Run 1, clock distribution:
Scale bar: 20 um.
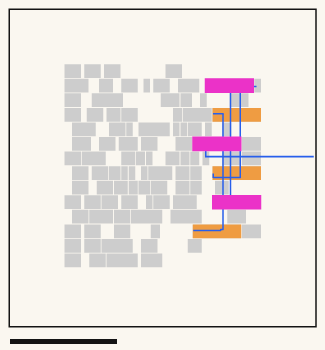
Run 1, cell sizes after repair:
Scale bar: 20 um.
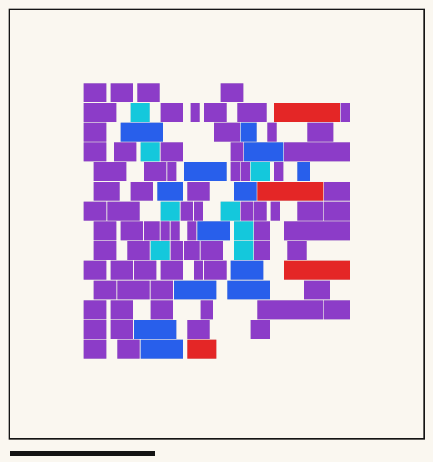
Run 1, layout detail:
Window x 27 to 57, y 0 to 30 um. Cells in gray, sequential cells in the stronger gray; small squares are vias.
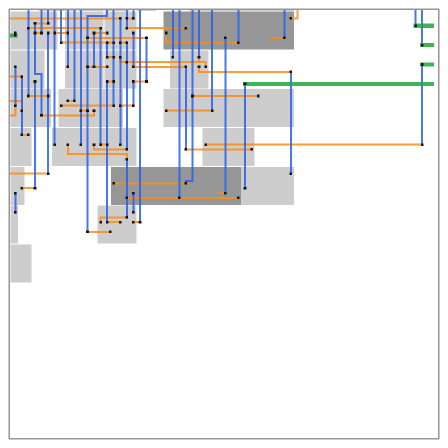
==> config.mk <==
export PLATFORM = sky130hd
export DESIGN_NAME = hazard_stall_ctrl_flat
export DESIGN_NICKNAME = d
export VERILOG_FILES = /design/src/rtl/hazard_stall_ctrl_if.sv /design/src/rtl/hazard_stall_ctrl.sv /design/src/flat_wrapper.sv
export SDC_FILE = /design/constraint.sdc
export NUM_CORES = 1
export LEC_CHECK = 0
export CAP_MARGIN = 20
export CORE_AREA = 10 10 47 49
export CTS_BUF_LIST = sky130_fd_sc_hd__clkbuf_16
export CTS_CLUSTER_SIZE = 24
export DETAILED_ROUTE_END_ITERATION = 10
export DIE_AREA = 0 0 57 59
export PLACE_DENSITY = 0.79
export SLEW_MARGIN = 20
export SYNTH_ARGS = -nofsm -noshare
export SYNTH_HDL_FRONTEND = slang
export SYNTH_SLANG_ARGS = --single-unit
==> constraint.sdc <==
create_clock -name clk -period 2.3 [get_ports clk]
set_input_delay 0.345 -clock clk [delete_from_list [all_inputs] [get_ports clk]]
set_output_delay 0.345 -clock clk [all_outputs]
set_load 0.005 [all_outputs]
==> reports/qor.csv, run 1 <==
metric,value,unit
reg2reg_slack,1.14,ns
grt_pass1_vias,705,
async_flop_share,100.0,%
cts_resized,27,
grtUsageTotal,11.31,%
ys_sh_aoi,21.58,%
core-area,1401,sq um
clock_path_buffers,2,
n_antenna_cell,0,
simple_gate_share,19.67,%
mux_share,0,%
seqPwrFrac,12.0,%
grt_max_degree,8,
finalPower,0.0004606,W
flop_cell,dfrtp_1,
crit_path_start_kind,input pin,
min_path_type,in2async,
drt_iter0_markers,10,
worstMarginPinSlew,0.2506,ns
clk_pin_slew,0.03,ns
wl_met1,788,um
yosys-top-cells-count,"18 x xnor2_1, 6 x nand2_1, 4 x nand4_1",
largest_reg_flops,2,
routed_wirelength,1842,um
ys_seq_elements,3,
worstPathArrival,1.85,ns
dr_wl_met2,905,um
yosys.area.top_type_share,34.43,%
slew_violations,0,
power_leakage,0.4339,nW
swShare,22.84,%
fmax,456.3,MHz
worst-path-stages,9,
edf_count,0,
antenna_left,0,
cts_sinks,3,
rsz0062_at_grt,false,
synth_area_leader_cell,xnor2_1,
end_kind,primary output,
syn_avg_cell_area,8.034,sq um
reg2reg_depth,2,
syn_inst,57,
dr.pass1.iters,4,
synth_area,457.9,sq um
busiest_layer,met2,
gp_congestion,0.8461,
outcome,"complete, no violations",
crit_chain,"dlygate4sd2_1, buf_4, xnor2_1, nand2_1, o22ai_2, a41oi_2, buf_4, a211oi_2, buf_2",
drc_errors,0,
slew_headroom,83.24,%
final_nets,129,
vias_per_cell,5.147,
numCtsBuffers,3,
p_seq,0.0000553,W
power_leader,the clock network,
io-pin-count,32,
top_cell,xnor2_1,
fillers,124,
postCtsHoldBufs,0,
## Picture notes: 'clock distribution'
[flip-flops] orange | count: 3
[clock wires] blue | length: 111 um
[cells driving clock nets] magenta | count: 3
routed clock nets: 4
clock skew: 0.001425 ns
clock share of power: 59.4%
Clock Latency Late Sink: 0.22 ns
P_clk: 0.000274 W

## Picture notes: 'cell sizes after repair'
[drive 1 or less] purple | cells: 75 | share: 75%
[drive 3 to 4] cyan | cells: 8 | share: 8.0%
[drive 2] blue | cells: 13 | share: 13%
[drive 6 and up] red | cells: 4 | share: 4.0%
Worst Slack Setup Final: 0.1087 ns
final instance area: 967.2 sq um
nonclk buf count: 40

## Picture notes: 'layout detail'
[met1] orange
[met3] green
[met2] blue
cells with their middle in the window: 17
sequential cells in the window: 2

run 1: through the flow:
stage	util, %	setup slack [ns]	cell area [sq um]	cells
floorplan	-	0.5696	457.9	57
global placement	59.46	-0.3698	833.3	110
detailed placement	59.46	-0.4726	833.3	110
CTS	65.80	0.0003351	922.1	115
global route	69.02	0.008572	967.2	116
finish	69.02	0.1087	967.2	116
run 1: area by class of cell:
type / count / area [sq um] / share of cell area [%]
inverters: 3 / 11.26 / 1.164
repair buffers: 40 / 364.1 / 37.65
clock inverters: 1 / 3.754 / 0.3881
well taps: 16 / 20.02 / 2.070
clock buffers: 3 / 75.07 / 7.762
multi-input cells: 50 / 417.9 / 43.21
flip-flops and latches: 3 / 75.07 / 7.762
Run 1, the metal 2 layer:
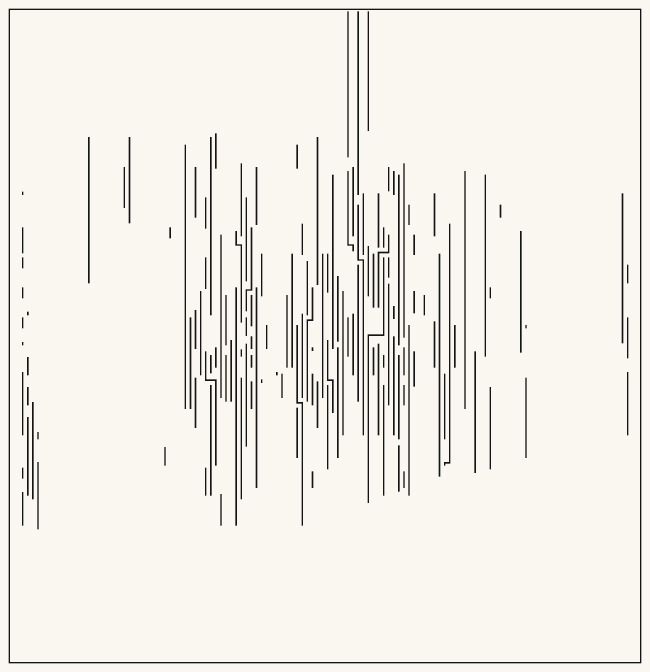

==> run 1 -> run 2 <==
--- a/config.mk
+++ b/config.mk
@@ -5,13 +5,14 @@
 export SDC_FILE = /design/constraint.sdc
 export NUM_CORES = 1
 export LEC_CHECK = 0
+export ABC_CLOCK_PERIOD_IN_PS = 2300
 export CAP_MARGIN = 20
 export CORE_AREA = 10 10 47 49
-export CTS_BUF_LIST = sky130_fd_sc_hd__clkbuf_16
 export CTS_CLUSTER_SIZE = 24
 export DETAILED_ROUTE_END_ITERATION = 10
 export DIE_AREA = 0 0 57 59
 export PLACE_DENSITY = 0.79
+export SKIP_LAST_GASP = 1
 export SLEW_MARGIN = 20
 export SYNTH_ARGS = -nofsm -noshare
 export SYNTH_HDL_FRONTEND = slang
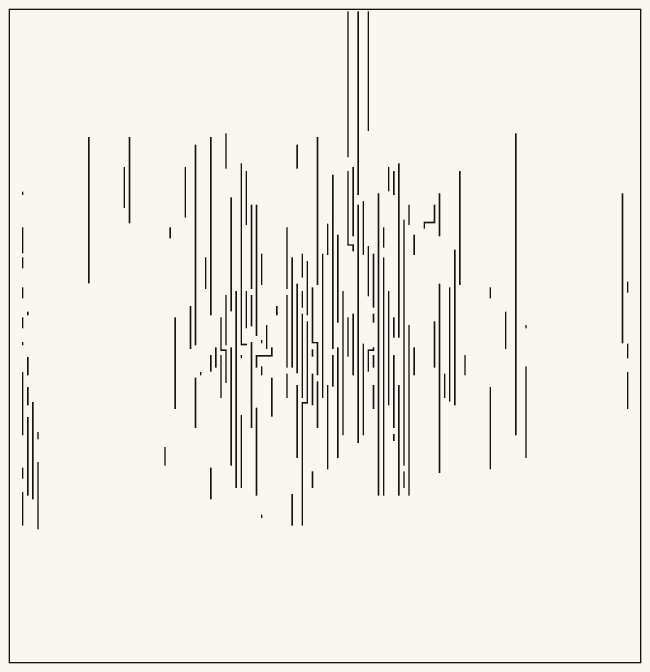
Run 2: the metal 2 layer
nets with wire on the layer: 111
wire length on this layer: 835 um
share of all routed wire: 46%
longest straight run: 27.2 um
main direction: vertical
WL final: 1812 um
via count: 590
met2 Usage GRT: 18.29%

==> run 2 against run 1 <==
Utilization down 4.6 points. Clock skew up 0.0086 ns. Final cell count unchanged. Global-route usage down 0.41 points. Via count down 1.2%. Synthesized cell count unchanged. Critical path depth down 1. Worst setup slack worse by 0.00076 ns. Critical path type unchanged. Largest cell class unchanged.
==> reports/qor.csv, run 2 <==
metric,value,unit
clk_pin_slew,0.05,ns
num_tap_cells,16,
crit_chain,"dlygate4sd2_1, xnor2_1, nand3_1, o32ai_2, nand3_1, buf_4, a211oi_2, buf_2",
clock_path_buffers,2,
drc_errors,0,
yosys-top-cells-count,"18 x xnor2_1, 6 x nand2_1, 4 x nand4_1",
gp_congestion,0.8461,
finClkSkew,0.01002,ns
yosys.area.top_type_share,34.43,%
pg_clk,0.0000979,W
final-comb-area,390.4,sq um
dr.pass1.iters,4,
slew_violations,0,
place_area,833.3,sq um
signal_buffers,40,
syn_inst,57,
fillers,132,
synth_area,457.9,sq um
power_leakage,0.4198,nW
seqPwrFrac,19.7,%
min_path_type,in2async,
dp.cells,110,
mux_share,0,%
largestClassByArea,multi-input combinational cells,
crit_path_start_kind,input pin,
core-area,1401,sq um
power_leader,combinational cells,
numCtsBuffers,3,
worst-path-stages,8,
n_antenna_cell,0,
seq_cell_count,3,
final_nets,129,
flop_cell,dfrtp_1,
postCtsHoldBufs,0,
final-clk-cell-share,2.913,%
end_kind,primary output,
simple_gate_share,19.67,%
io-pin-count,32,
synth_area_leader_cell,xnor2_1,
fmax,456.2,MHz
async_flop_share,100.0,%
largest_reg_flops,2,
edf_count,0,
flop_area,75.07,sq um
slew_headroom,83.00,%
fin_cells,116,
dr_wl_met2,834,um
grt_max_degree,8,
grt_pass1_vias,709,
vias_per_cell,5.086,
cts_resized,23,
outcome,"complete, no violations",
## run 2: cell counts after synthesis
Identical to the previous run, type by type.
## run 2: worst reg2reg max path, cell delays in order, from the launching register on
cell and delay (ns):
dfrtp_1 0.45, or2_2 0.32, o221a_1 0.25
## run 2: metrics by stage
| stage | setup WS (ns) | setup TNS (ns) | power (W) |
|---|---|---|---|
| 2_1_floorplan | 0.5696 | 0 | 0.0001049 |
| 3_3_place_gp | -0.3698 | -0.9664 | 0.0001848 |
| 3_5_place_dp | -0.4726 | -1.175 | 0.0001875 |
| 4_1_cts | -0.007663 | -0.007663 | 0.0002870 |
| 5_1_grt | 0.003657 | 0 | 0.0002979 |
| 6_report | 0.1079 | 0 | 0.0002800 |
Power figures rest on the tool's default switching activity, not on a simulated workload.
